File: src/rtl/md_sched.sv
// md_sched: issue/scheduling controller for the multiply/divide unit.
// Launches mult/multu/div/divu on the external datapath, counts the fixed
// latency, owns HI/LO and generates the D-stage stall for md-class ops.
// Define MD_MADD_EN to add madd/maddu/msub (SPECIAL2) accumulate support.
module md_sched #(
    parameter int MULT_LAT = 5,
    parameter int DIV_LAT  = 10
) (
    input  logic        clk,
    input  logic        reset,
    input  logic [31:0] E_instr,
    input  logic        E_valid,
    input  logic        E_flush,
    input  logic [31:0] E_rs,
    input  logic [31:0] E_rt,
    input  logic [31:0] D_instr,
    output logic        md_start,
    output logic [1:0]  md_op,
    output logic [31:0] md_a,
    output logic [31:0] md_b,
    input  logic [31:0] md_res_hi,
    input  logic [31:0] md_res_lo,
    output logic        busy,
    output logic        D_stall,
    output logic [31:0] HI,
    output logic [31:0] LO,
    output logic [31:0] E_mdout
);
    typedef enum logic {IDLE, RUN} state_t;
    typedef enum logic [1:0] {ACC_SET, ACC_ADD, ACC_SUB} acc_t;

    localparam int CNT_W = 16;
    localparam logic [5:0] OPC_SPECIAL = 6'b000000;
`ifdef MD_MADD_EN
    localparam logic [5:0] OPC_SPECIAL2 = 6'b011100;
`endif

    // Instruction classes that must wait for the md unit in D
    function automatic logic md_class(input logic [31:0] ins);
        logic r;
        r = 1'b0;
        if (ins[31:26] == OPC_SPECIAL) begin
            case (ins[5:0])
                6'b011000, 6'b011001, 6'b011010, 6'b011011,
                6'b010000, 6'b010001, 6'b010010, 6'b010011: r = 1'b1;
                default: r = 1'b0;
            endcase
        end
`ifdef MD_MADD_EN
        else if (ins[31:26] == OPC_SPECIAL2) begin
            case (ins[5:0])
                6'b000000, 6'b000001, 6'b000100: r = 1'b1;
                default: r = 1'b0;
            endcase
        end
`endif
        return r;
    endfunction

    state_t      state_q, state_d;
    logic [CNT_W-1:0] cnt_q, cnt_d;
    logic [1:0]  op_q, op_d;
    logic [31:0] a_q, a_d, b_q, b_d;
    logic [31:0] hi_q, hi_d, lo_q, lo_d;
    logic        dz_q, dz_d;
    acc_t        acc_q, acc_d;

    logic        e_act, e_start, e_isdiv, e_mfhi, e_mflo, e_mthi, e_mtlo;
    logic [1:0]  e_op;
    acc_t        e_acc;
    logic        start;
    logic [63:0] hilo_sum, hilo_dif;
    logic        unused_instr;

    // Register/shamt fields of the instruction words play no part here
    assign unused_instr = ^{E_instr[25:6], D_instr[25:6]};
    assign e_act = E_valid & ~E_flush;

    // Decode of the E-stage instruction
    always_comb begin
        e_start = 1'b0;
        e_isdiv = 1'b0;
        e_op    = 2'b00;
        e_acc   = ACC_SET;
        e_mfhi  = 1'b0;
        e_mflo  = 1'b0;
        e_mthi  = 1'b0;
        e_mtlo  = 1'b0;
        if (E_instr[31:26] == OPC_SPECIAL) begin
            case (E_instr[5:0])
                6'b011000: begin e_start = 1'b1; e_op = 2'b00; end
                6'b011001: begin e_start = 1'b1; e_op = 2'b01; end
                6'b011010: begin e_start = 1'b1; e_op = 2'b10; e_isdiv = 1'b1; end
                6'b011011: begin e_start = 1'b1; e_op = 2'b11; e_isdiv = 1'b1; end
                6'b010000: e_mfhi = 1'b1;
                6'b010010: e_mflo = 1'b1;
                6'b010001: e_mthi = 1'b1;
                6'b010011: e_mtlo = 1'b1;
                default: ;
            endcase
        end
`ifdef MD_MADD_EN
        else if (E_instr[31:26] == OPC_SPECIAL2) begin
            case (E_instr[5:0])
                6'b000000: begin e_start = 1'b1; e_op = 2'b00; e_acc = ACC_ADD; end
                6'b000001: begin e_start = 1'b1; e_op = 2'b01; e_acc = ACC_ADD; end
                6'b000100: begin e_start = 1'b1; e_op = 2'b00; e_acc = ACC_SUB; end
                default: ;
            endcase
        end
`endif
    end

    // Next-state: issue in IDLE, count down and write back in RUN
    always_comb begin
        state_d  = state_q;
        cnt_d    = cnt_q;
        op_d     = op_q;
        a_d      = a_q;
        b_d      = b_q;
        dz_d     = dz_q;
        acc_d    = acc_q;
        hi_d     = hi_q;
        lo_d     = lo_q;
        hilo_sum = {hi_q, lo_q} + {md_res_hi, md_res_lo};
        hilo_dif = {hi_q, lo_q} - {md_res_hi, md_res_lo};
        start    = ~reset & (state_q == IDLE) & e_act & e_start;
        case (state_q)
            IDLE: begin
                if (start) begin
                    state_d = RUN;
                    op_d    = e_op;
                    a_d     = E_rs;
                    b_d     = E_rt;
                    acc_d   = e_acc;
                    dz_d    = e_isdiv & (E_rt == 32'd0);
                    cnt_d   = e_isdiv ? CNT_W'(DIV_LAT) : CNT_W'(MULT_LAT);
                end else if (e_act & e_mthi) begin
                    hi_d = E_rs;
                end else if (e_act & e_mtlo) begin
                    lo_d = E_rs;
                end
            end
            RUN: begin
                cnt_d = cnt_q - CNT_W'(1);
                if (cnt_q == CNT_W'(1)) begin
                    state_d = IDLE;
                    if (!dz_q) begin
                        case (acc_q)
                            ACC_ADD: {hi_d, lo_d} = hilo_sum;
                            ACC_SUB: {hi_d, lo_d} = hilo_dif;
                            default: begin
                                hi_d = md_res_hi;
                                lo_d = md_res_lo;
                            end
                        endcase
                    end
                end
            end
            default: state_d = IDLE;
        endcase
    end

    // State and architectural registers; reset aborts any operation
    always_ff @(posedge clk or posedge reset) begin
        if (reset) begin
            state_q <= IDLE;
            cnt_q   <= '0;
            op_q    <= 2'b00;
            a_q     <= 32'd0;
            b_q     <= 32'd0;
            dz_q    <= 1'b0;
            acc_q   <= ACC_SET;
            hi_q    <= 32'd0;
            lo_q    <= 32'd0;
        end else begin
            state_q <= state_d;
            cnt_q   <= cnt_d;
            op_q    <= op_d;
            a_q     <= a_d;
            b_q     <= b_d;
            dz_q    <= dz_d;
            acc_q   <= acc_d;
            hi_q    <= hi_d;
            lo_q    <= lo_d;
        end
    end

    assign md_start = start;
    assign md_op    = op_q;
    assign md_a     = a_q;
    assign md_b     = b_q;
    assign busy     = (state_q == RUN);
    assign HI       = hi_q;
    assign LO       = lo_q;
    assign D_stall  = md_class(D_instr) & (busy | start);
    assign E_mdout  = e_mfhi ? hi_q : (e_mflo ? lo_q : 32'd0);

endmodule

File: config.mk
export PLATFORM = sky130hd
export DESIGN_NAME = md_sched
export DESIGN_NICKNAME = d
export VERILOG_FILES = /design/src/rtl/md_sched.sv
export SDC_FILE = /design/constraint.sdc
export NUM_CORES = 1
export LEC_CHECK = 0
export CAP_MARGIN = 20
export CORE_AREA = 2 2 140 142
export DETAILED_ROUTE_END_ITERATION = 6
export DIE_AREA = 0 0 142 144
export DONT_BUFFER_PORTS = 1
export SKIP_LAST_GASP = 1
export SLEW_MARGIN = 20
export SYNTH_ARGS = -nofsm -noshare
export SYNTH_HDL_FRONTEND = slang
export SYNTH_SLANG_ARGS = --single-unit
File: constraint.sdc
create_clock -name clk -period 5 [get_ports clk]
set_clock_uncertainty 0.2 [all_clocks]
set_input_delay 1 -clock clk [delete_from_list [all_inputs] [get_ports clk]]
set_output_delay 1 -clock clk [all_outputs]
set_load 0.05 [all_outputs]
Figure 1. Sizing map (run 1).
(3 px per um)
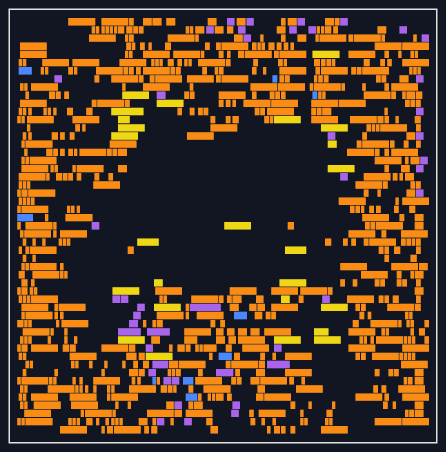
| size | colour | cells | share |
|---|---|---|---|
| drive 3 to 4 | purple | 44 | 5.8% |
| drive 2 | blue | 9 | 1.2% |
| drive 1 or less | orange | 687 | 90% |
| drive 6 and up | yellow | 25 | 3.3% |

Figure 2. Cell area per tile (run 1).
(2 px per um) 14 x 14 tiles, from black (low) to pale yellow (high), 0 to 100% covered.
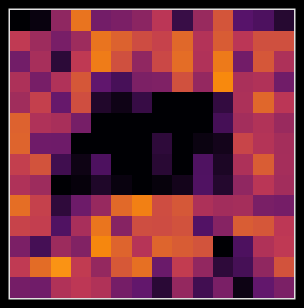
nearly empty tiles: 12%
mean over tiles: 36%
emptiest ninth of the die: middle
tiles over 75% full: 0.50%

==> impl_metrics.yaml, run 1 <==
# yosys + openroad results
run_status:
  outcome: "complete, no violations"
critical_path:
  timing.reg2reg.worst_path_depth: 6
  worstSetupEndpoint: "E_mdout[21]"
  critPathSlowestCell: "a22o_1"
  path_delay_family: "simple AND/OR/NAND/NOR gates"
  crit_arrival_ns: 2.90
  worstSetupEndpointType: "output pin"
place:
  dp_hpwl_mm: 15.0
  portBuffers: 0
  place_area_mm2: 0.00714
  dp_cells: 971
logic_synthesis:
  top_area_share_pct: 54.5
  synth_warnings: 0
  ys_sh_adder_pct: 0.368
  synthFlopType: "dfrtp_1"
  synth_cell_types: 46
  edf_count: 0
  mux_area_share_pct: 0
clock_network:
  cts.sinks: 148
  clockBufferDepth: 2
  post-cts-setup-buffers: 0
global_routing:
  gr-max-usage-layer: "met2"
  use_met1_pct: 25.0
  grt_max_degree: 84
  grt_pass1_vias: 5487
floorplanning:
  chip_area_mm2: 0.0204
  core_mm2: 0.0191
  core_util_floorplan_pct: 35.6
  rows: 51
sta:
  maxSlewHeadroom_pct: 37.5
  slew_viol_final: 0
  timing.hold.ws_ns: 0.279
finish:
  fin_util_pct: 40.4
  sh_comb_area_pct: 36.9
  dominant_cells: "registers"
  combGateArea_mm2: 0.00284
  clockBufferCount: 19
  drive_gt1_share_pct: 10.2
worst_hold_path:
  hold_class: "in -> async"
pwr:
  intPower_mw: 1.94
  power.share.clock_pct: 47.8
  pg_comb_uw: 67.6
  switching_share_pct: 24.5
route:
  drtAntennaViolNets: 0
  vias: 5535
run:
  warnings: 70
Figure 3. The metal 2 layer (run 1).
(2 px per um)
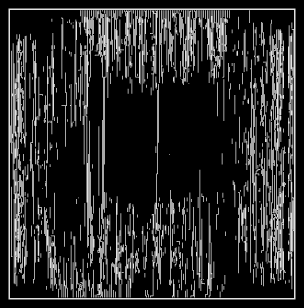
wire length on this layer: 10100 um
longest straight run: 68.0 um
main direction: vertical

Figure 4. Sequential cells grouped by signal name (run 1).
(2 px per um) Other sequential cells in the stronger grey, the rest of the logic in the fainter grey.
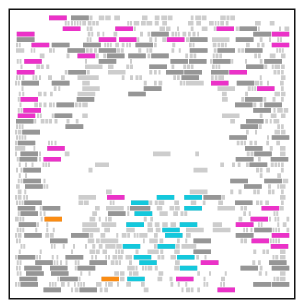

==> run 1 -> run 2 <==
==> constraint.sdc (replaced) <==
create_clock -name clk -period 3.73 [get_ports clk]
set_clock_uncertainty 0.2 [all_clocks]
set_input_delay 0.746 -clock clk [delete_from_list [all_inputs] [get_ports clk]]
set_output_delay 0.746 -clock clk [all_outputs]
set_load 0.05 [all_outputs]
Figure 5. Sequential cells grouped by signal name (run 2).
(2 px per um) Other sequential cells in the stronger grey, the rest of the logic in the fainter grey.
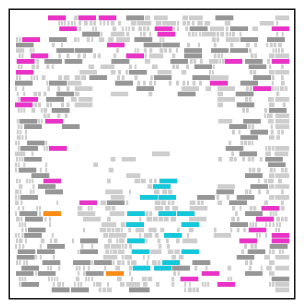
| name in the netlist | colour | flops |
|---|---|---|
| md_a | magenta | 32 |
| cnt_q | cyan | 16 |
| md_op | orange | 2 |
not coloured: 98

==> run 2 against run 1 <==
Compared with the run above:
- sequential power up 34%
- cell area is 6.9% higher
- combinational power rose by 37%
- area after synthesis stayed put
- clock-buffer cell count unchanged
- sequential cell count is the same
- global-route usage increased by 0.17 points
- core utilization increased by 2.8 points
- wire length rose by 0.91%
- power grew 32%
- synthesized cell count unchanged
- largest power group unchanged
- highest routed layer unchanged
==> impl_metrics.yaml, run 2 <==
# yosys + openroad results
critical_path:
  path_delay_family: "simple AND/OR/NAND/NOR gates"
  worstSetupEndpoint: "E_mdout[19]"
  timing.reg2reg.worst_path_depth: 6
  worstSetupEndpointType: "output pin"
  critPathSlowestCell: "nor4_2"
  crit_arrival_ns: 2.38
pwr:
  intPower_mw: 2.53
  pg_comb_uw: 92.4
logic_synthesis:
  mux_area_share_pct: 0
  edf_count: 0
  synthFlopType: "dfrtp_1"
  ys_sh_adder_pct: 0.368
  synth_cell_types: 46
  top_area_share_pct: 54.5
place:
  dp_cells: 987
  portBuffers: 0
  place_area_mm2: 0.00769
  dp_hpwl_mm: 15.1
finish:
  dominant_cells: "registers"
  sh_comb_area_pct: 34.5
floorplanning:
  core_mm2: 0.0191
  chip_area_mm2: 0.0204
  core_util_floorplan_pct: 35.6
worst_hold_path:
  hold_class: "in -> async"
clock_network:
  post-cts-setup-buffers: 0
  cts.sinks: 148
global_routing:
  grt_max_degree: 149
  gr-max-usage-layer: "met2"
route:
  vias: 5617
sta:
  maxSlewHeadroom_pct: 35.9
run:
  warnings: 72
run_status:
  outcome: "complete, no violations"
Figure 6. The metal 2 layer (run 2).
(2 px per um)
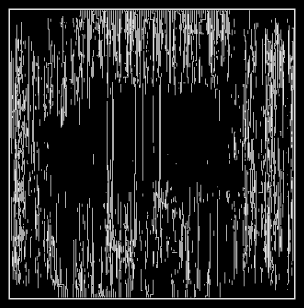

==> run 2 -> run 3 <==
--- a/config.mk
+++ b/config.mk
@@ -5,6 +5,7 @@
 export SDC_FILE = /design/constraint.sdc
 export NUM_CORES = 1
 export LEC_CHECK = 0
+export ABC_AREA = 1
 export CAP_MARGIN = 20
 export CORE_AREA = 2 2 140 142
 export DETAILED_ROUTE_END_ITERATION = 6
Figure 7. The metal 2 layer (run 3).
(2 px per um)
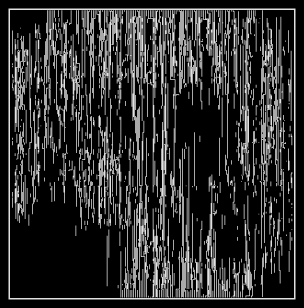
WL final: 24.2 mm
met2 Track Usage GR: 37.2%
Via Count: 6846

==> run 3 against run 2 <==
Compared with the run above:
- synthesized cell count is 40% higher
- clock power increased by about 10%
- global-route usage is 2.9 points higher
- fmax grew 6.7%
- power up 2.2%
- sequential cell count is the same
- core utilization up 2.1 points
- critical path depth decreased by 1
- largest power group is now the clock network
- clock-buffer cell count grew 1
- die size stayed put
- first-iteration DRC count up 43%
- critical endpoint is now E_mdout[12]
- cell area rose by 5.0%
==> impl_metrics.yaml, run 3 <==
# yosys + openroad results
clock_network:
  clockBufferDepth: 2
  post-cts-setup-buffers: 0
  worstSkewPairLatency_ns: 0.42
logic_synthesis:
  edf_count: 0
  synth_cell_types: 33
  top_area_share_pct: 48.4
global_routing:
  grt_pass1_vias: 6499
  grt_max_degree: 149
  use_met1_pct: 29.9
pwr:
  intPower_mw: 2.67
  power.share.clock_pct: 50.8
critical_path:
  worstSetupEndpoint: "E_mdout[12]"
  critPathSlowestCell: "buf_4"
  path_delay_family: "simple AND/OR/NAND/NOR gates"
  worstSetupEndpointType: "output pin"
  crit_arrival_ns: 2.17
  timing.reg2reg.worst_path_depth: 9
route:
  wl_met1_mm: 10.0
  drtAntennaViolNets: 0
finish:
  dominant_cells: "registers"
  clockBufferCount: 20
  fin_util_pct: 45.3
  drive_gt1_share_pct: 8.75
  combGateArea_mm2: 0.00344
run_status:
  outcome: "complete, no violations"
floorplanning:
  chip_area_mm2: 0.0204
  rows: 51
  core_util_floorplan_pct: 40.1
  core_mm2: 0.0191
worst_hold_path:
  hold_class: "in -> reg"
sta:
  rsz0062_at_grt: "false"
  slew_viol_final: 0
  maxSlewHeadroom_pct: 32.1
  timing.hold.ws_ns: 0.234
place:
  place_area_mm2: 0.00805
  portBuffers: 0
  dp_hpwl_mm: 16.7
run:
  warnings: 75

==> screenshots <==
Routing congestion map.
shot_01.png
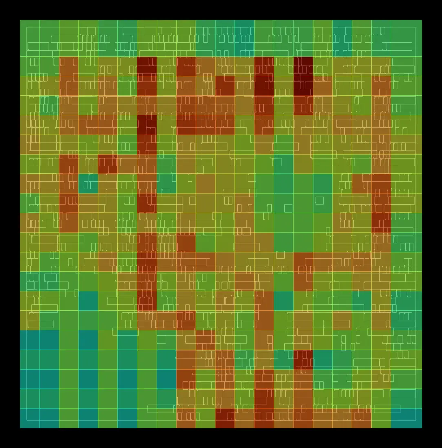
shot_02.png
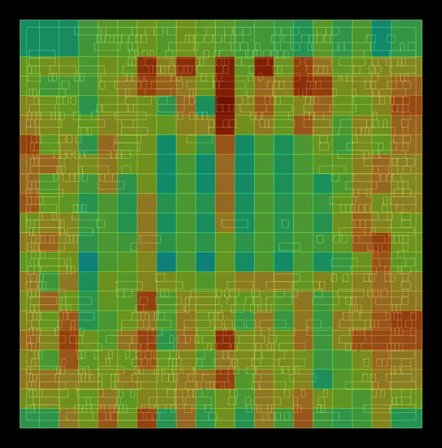
| picture | from |
|---|---|
| shot_01.png | run 3 |
| shot_02.png | run 1 |
The one with the highest track usage is shot_01.png.

Power and IR drop assume default switching activity.
